==> config.mk <==
export PLATFORM = sky130hd
export DESIGN_NAME = i2c_link
export DESIGN_NICKNAME = d
export VERILOG_FILES = /design/src/rtl/i2c_link_pkg.sv /design/src/rtl/i2c_link_rx.sv /design/src/rtl/i2c_link.sv
export SDC_FILE = /design/constraint.sdc
export NUM_CORES = 1
export LEC_CHECK = 0
export CELL_PAD_IN_SITES_DETAIL_PLACEMENT = 1
export CELL_PAD_IN_SITES_GLOBAL_PLACEMENT = 1
export CORE_MARGIN = 8
export CORE_UTILIZATION = 35
export DETAILED_ROUTE_END_ITERATION = 16
export PLACE_DENSITY = 0.76
export SETUP_SLACK_MARGIN = 0.5
export SYNTH_ARGS = -nofsm -noshare
export SYNTH_HDL_FRONTEND = slang
export SYNTH_SLANG_ARGS = --single-unit
==> constraint.sdc <==
create_clock -name sclk -period 3.1 [get_ports sclk]
set_input_delay 0.93 -clock sclk [delete_from_list [all_inputs] [get_ports sclk]]
set_output_delay 0.93 -clock sclk [all_outputs]
set_load 0.1 [all_outputs]
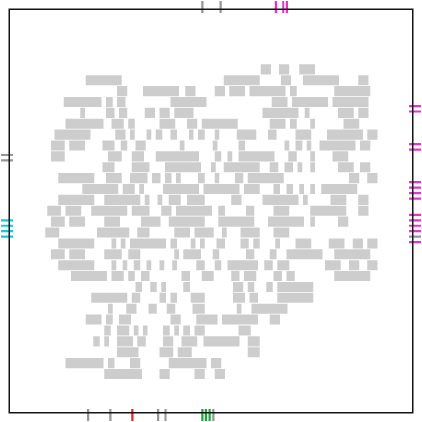
(run_1/io_placement.png)
Scale: 4 px per µm. Pins as bars across the die edge, other pins in gray.
`scl_o` -> red  # pins 1, direction output, edge bottom
`outhigh` -> magenta  # pins 16, direction output, edge 13 right, 3 top
`dbg_tx_state` -> green  # pins 3, direction output, edge bottom
`data` -> cyan  # pins 4, direction input, edge left
DIE WIDTH: 101 µm
PortBufs: 33
die height: 101 µm

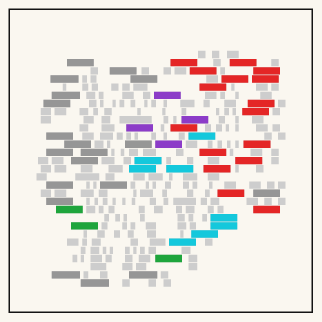
(run_1/flops_by_reg.png)
Scale: 3 px per µm. Other sequential cells in the stronger gray, the rest of the logic in the fainter gray.
`u_rx.r_shift` -> purple  # placed flops 4
`u_rx.outhigh` -> red  # placed flops 16
`dbg_tx_state` -> green  # placed flops 3
`r_div` -> cyan  # placed flops 8
not colored = 19
sequential portion of the cell area: 42.1%
Flop area: 1260 µm²
fin util: 42.1%
seq pwr: 795 µW

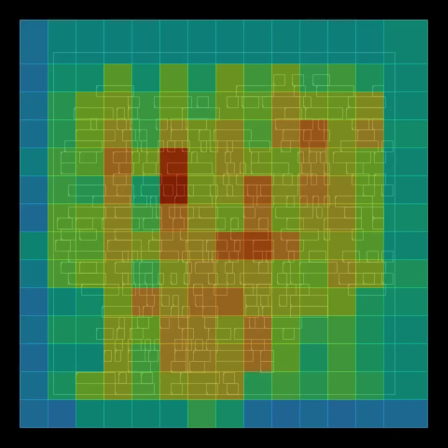
(run_1/congestion.png)
met3 Usage GRT: 2.97%
Most Crowded Layer GR: met2

==> results_dict.tcl, run 1 <==
# metrics dict for downstream scripts
set metrics [dict create \
    status "finished clean" \
    floorplanUtilization_pct 35.2 \
    ff_type "dfrtp_1" \
    final_antenna_net_count 0 \
    cts_tree "done" \
    power_per_cell_area_nw_per_um2 522 \
    post-synth-top-count-cell "dfrtp_1" \
    numCtsBuffers 5 \
    syn-instance-count 229 \
    place_congestion 0.752 \
    post_cts_buffers 0 \
    async_reset_ff_share_pct 100 \
    yosysWarningCount 0 \
    syn_area_per_cell_um2 10.9 \
    area_growth_pct 19.5 \
    cp.required_ns 3.29 \
    power.leakage_uw 0.00138 \
    warning_count 29 \
    cts.sinks 50 \
    drt_pass1_iterations 4 \
    peakVddDrop_mv 0.234 \
    vias 1863 \
    period_minus_slack_ns 2.39 \
    yosys_area_um2 2500 \
    fin_cells 364 \
    tightest_slew_ns 0.704 \
    cap_viol_max_count 0 \
    worstSetupPathType "in2reg" \
    dpl.cell_count 356 \
    htreeDepth 2 \
]
[run 1: routing by layer]
layer  GRT usage [%]  routed length, µm
met5               0                  0
met4            3.72                 65
met3            2.97                213
met2            19.1               2550
met1            14.4               2530
[run 1: worst max-delay path, cell delays in order]
cell	delay (ns)
clkdlybuf4s50_1	0.54
nor2b_1	0.20
nand3_1	0.18
nor2_4	0.13
buf_4	0.25
mux2_1	0.35
[run 1: per-stage QoR]
stage | utilization [%] | worst slack [ns] | area (µm²) | hold slack [ns] | total power (µW)
finish | 42.1 | 0.712 | 2990 | 0.498 | 1560
global route | 42.1 | 0.597 | 2990 | 0.530 | 1650
CTS | 42.1 | 0.688 | 2990 | 0.505 | 1580
detailed placement | 40.4 | 0.350 | 2870 | 0.481 | 1090
global placement | 40.4 | 0.408 | 2870 | 0.471 | 1080
floorplan | - | 0.994 | 2500 | 0.475 | 999
[run 1: final cells by class]
cell class | count | area share [%]
inverter | 10 | 1.26
timing repair buffer | 38 | 10.1
multi-input combinational | 159 | 38.5
clock buffer | 5 | 2.30
clock inverter | 3 | 1.59
sequential | 50 | 42.1
tap | 99 | 4.15
[run 1: kinds of logic after synthesis]
| kind of cell | after synthesis | share of synthesized area, % |
|---|---|---|
| and+or+nand+nor | 78 | 16.8 |
| buffers and inverters | 20 | 3.65 |
| DFF | 50 | 50.3 |
| adders and majority gates | 7 | 3.45 |
| muxes | 26 | 12.3 |
| AOI/OAI and AO/OA | 46 | 12.8 |
| xor gates and xnor gates | 2 | 0.701 |
[run 1: placed cells by master, fill, tap and decap left out, types with 2 or more instances in the layout]
| cell | n |
|---|---|
| dfstp_2 | 5 |
| dfrtp_1 | 45 |
| xnor2_1 | 2 |
| a21oi_1 | 9 |
| mux2_1 | 15 |
| o21ai_0 | 4 |
| o21ai_1 | 5 |
| and3_1 | 4 |
| o22ai_1 | 3 |
| clkdlybuf4s50_1 | 7 |
| nand3_1 | 6 |
| a22o_1 | 3 |
| a311oi_1 | 3 |
| o21a_1 | 3 |
| nand2b_1 | 7 |
| inv_6 | 2 |
| ha_1 | 6 |
| and2_1 | 2 |
| mux2_2 | 9 |
| nand2_1 | 17 |
| buf_4 | 30 |
| and3b_1 | 2 |
| a211oi_1 | 2 |
| nor2b_1 | 2 |
| inv_1 | 10 |
| a31oi_1 | 4 |
| nor3_1 | 11 |
| nor2_1 | 17 |
| clkbuf_8 | 5 |
[run 1: report_power, final]
group / switching (µW) / leakage, µW / internal (µW)
clock network: 233 / 0.0000591 / 246
logic: 178 / 0.000686 / 105
registers: 87.4 / 0.000637 / 708
total: 498 / 0.00138 / 1060
==> run 1 -> run 2 <==
- clock period: 3.1 -> 2.3 ns (I/O delays scaled with it)
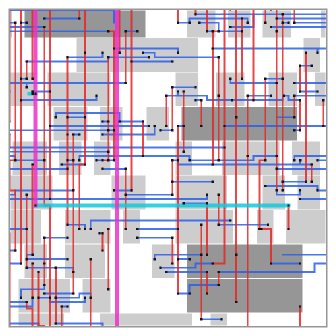
(run_2/detail.png)
Region (38, 18) to (63, 43) µm. Cells in gray, sequential cells in the stronger gray; small squares are vias.
metal 2 -> red
metal 4 -> magenta
metal 1 -> blue
metal 3 -> cyan
most frequent = nand2_1 (3), nand2b_1 (3), dfrtp_1 (3)
sequential cells in the window = 4
cells with their middle in the window = 38

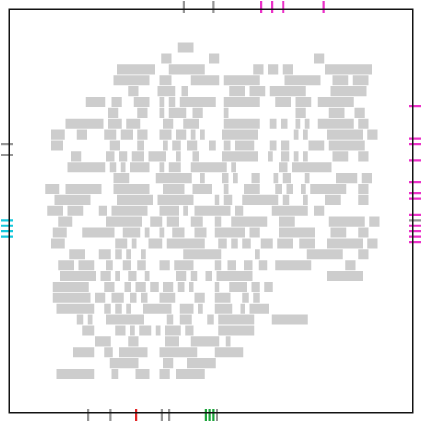
(run_2/io_placement.png)
Scale: 4 px per µm. Pins as bars across the die edge, other pins in gray.

==> run 2 against run 1 <==
First-iteration DRC count up 25%. Clock-buffer cell count up 1. Critical endpoint is now dbg_tx_state[1]. Worst hold slack worse by 0.14 ns. Highest routed layer unchanged. Routed wire length up 9.3%. Clock power up 16%. Cell count up 4.7%. Synthesized area unchanged.
==> results_dict.tcl, run 2 <==
# metrics dict for downstream scripts
set metrics [dict create \
    status "finished clean" \
    place_congestion 0.812 \
    vias 1937 \
    cp.required_ns 1.61 \
    numCtsBuffers 5 \
    syn-instance-count 229 \
    yosys_area_um2 2500 \
    portBuffers 33 \
    final_common_cell "dfrtp_1" \
    power.leakage_uw 0.00151 \
    final_antenna_net_count 0 \
    peakVddDrop_mv 0.284 \
    async_reset_ff_share_pct 100 \
    syn_area_per_cell_um2 10.9 \
    crit_path_max_incr_delay_ns 0.44 \
    fin_ws_ns 0.533 \
    ff_type "dfrtp_1" \
    hold_viol 0 \
    place_ws_ns -0.0128 \
    cpLargestDelayFamily "flip-flops" \
    htreeDepth 2 \
    die_w_um 101 \
    period_minus_slack_ns 1.77 \
    post-synth-top-count-cell "dfrtp_1" \
    cp_cell_sequence "buf_6, buf_12" \
    area_growth_pct 32.0 \
    cap_viol_max_count 0 \
    lay_top_cells "dfrtp_1 (41), buf_4 (35), nand2_1 (17)" \
    crit_slowest_cell "dfrtp_2" \
    floorplanUtilization_pct 35.2 \
    tightest_slew_ns 0.481 \
    grt_pass1_vias 2005 \
    die_y_um 101 \
    dpl.cell_count 361 \
    drt_pass1_iterations 4 \
    worstSetupPathType "reg2out" \
    num_rows 31 \
    total_power_uw 2020 \
    cts.sinks 50 \
]
[run 2: timing repair]
item,CTS,global route
resized,9,6
pin swaps,2,1
endpoints found under the setup margin,27,27
buffers inserted,4,6
gates cloned,2,0
[run 2: layout make-up]
class	instances	area, µm²
flip-flops and latches	50	1260
well taps	99	124
inverters	10	37.5
repair buffers	55	579
fillers	787	3800
multi-input cells	159	1200
clock buffers	6	82.6
clock inverters	2	16.3
[run 2: report_power, final]
part / internal, µW / leakage [µW] / total (µW) / switching [µW]
Sequential: 955 / 0.000632 / 1070 / 117
Clock: 248 / 0.0000478 / 555 / 306
Combinational: 155 / 0.000826 / 393 / 238
Total: 1360 / 0.00151 / 2020 / 661
[run 2: kinds of logic (layout without fill, tap and decap cells)]
| kind of cell | count (synthesis) | after routing | synth area share, % |
|---|---|---|---|
| AND/OR/NAND/NOR | 78 | 78 | 16.8 |
| buffers and inverters | 20 | 73 | 3.65 |
| adder cells (fa/ha/maj) | 7 | 7 | 3.45 |
| flip-flops | 50 | 50 | 50.3 |
| AND-OR/OR-AND | 46 | 46 | 12.8 |
| XOR/XNOR | 2 | 2 | 0.701 |
| multiplexers | 26 | 26 | 12.3 |
[run 2: per-stage QoR]
stage	hold slack, ns	instance area [µm²]	utilization [%]
after floorplan	0.394	2510	-
after global placement	0.470	3020	42.5
after detailed placement	0.477	3020	42.5
after CTS	0.360	3230	45.5
after global routing	0.367	3300	46.5
final	0.360	3300	46.5
[run 2: metal layers]
layer | track usage, % | vias to the layer above | share of wire, %
met3 | 2.90 | 7 | 3.5
li1 | - | 932 | -
met1 | 14.5 | 969 | 45
met4 | 5.12 | 0 | 2.0
met2 | 20.5 | 29 | 50
met5 | 0 | - | 0
Power and IR drop assume default switching activity.
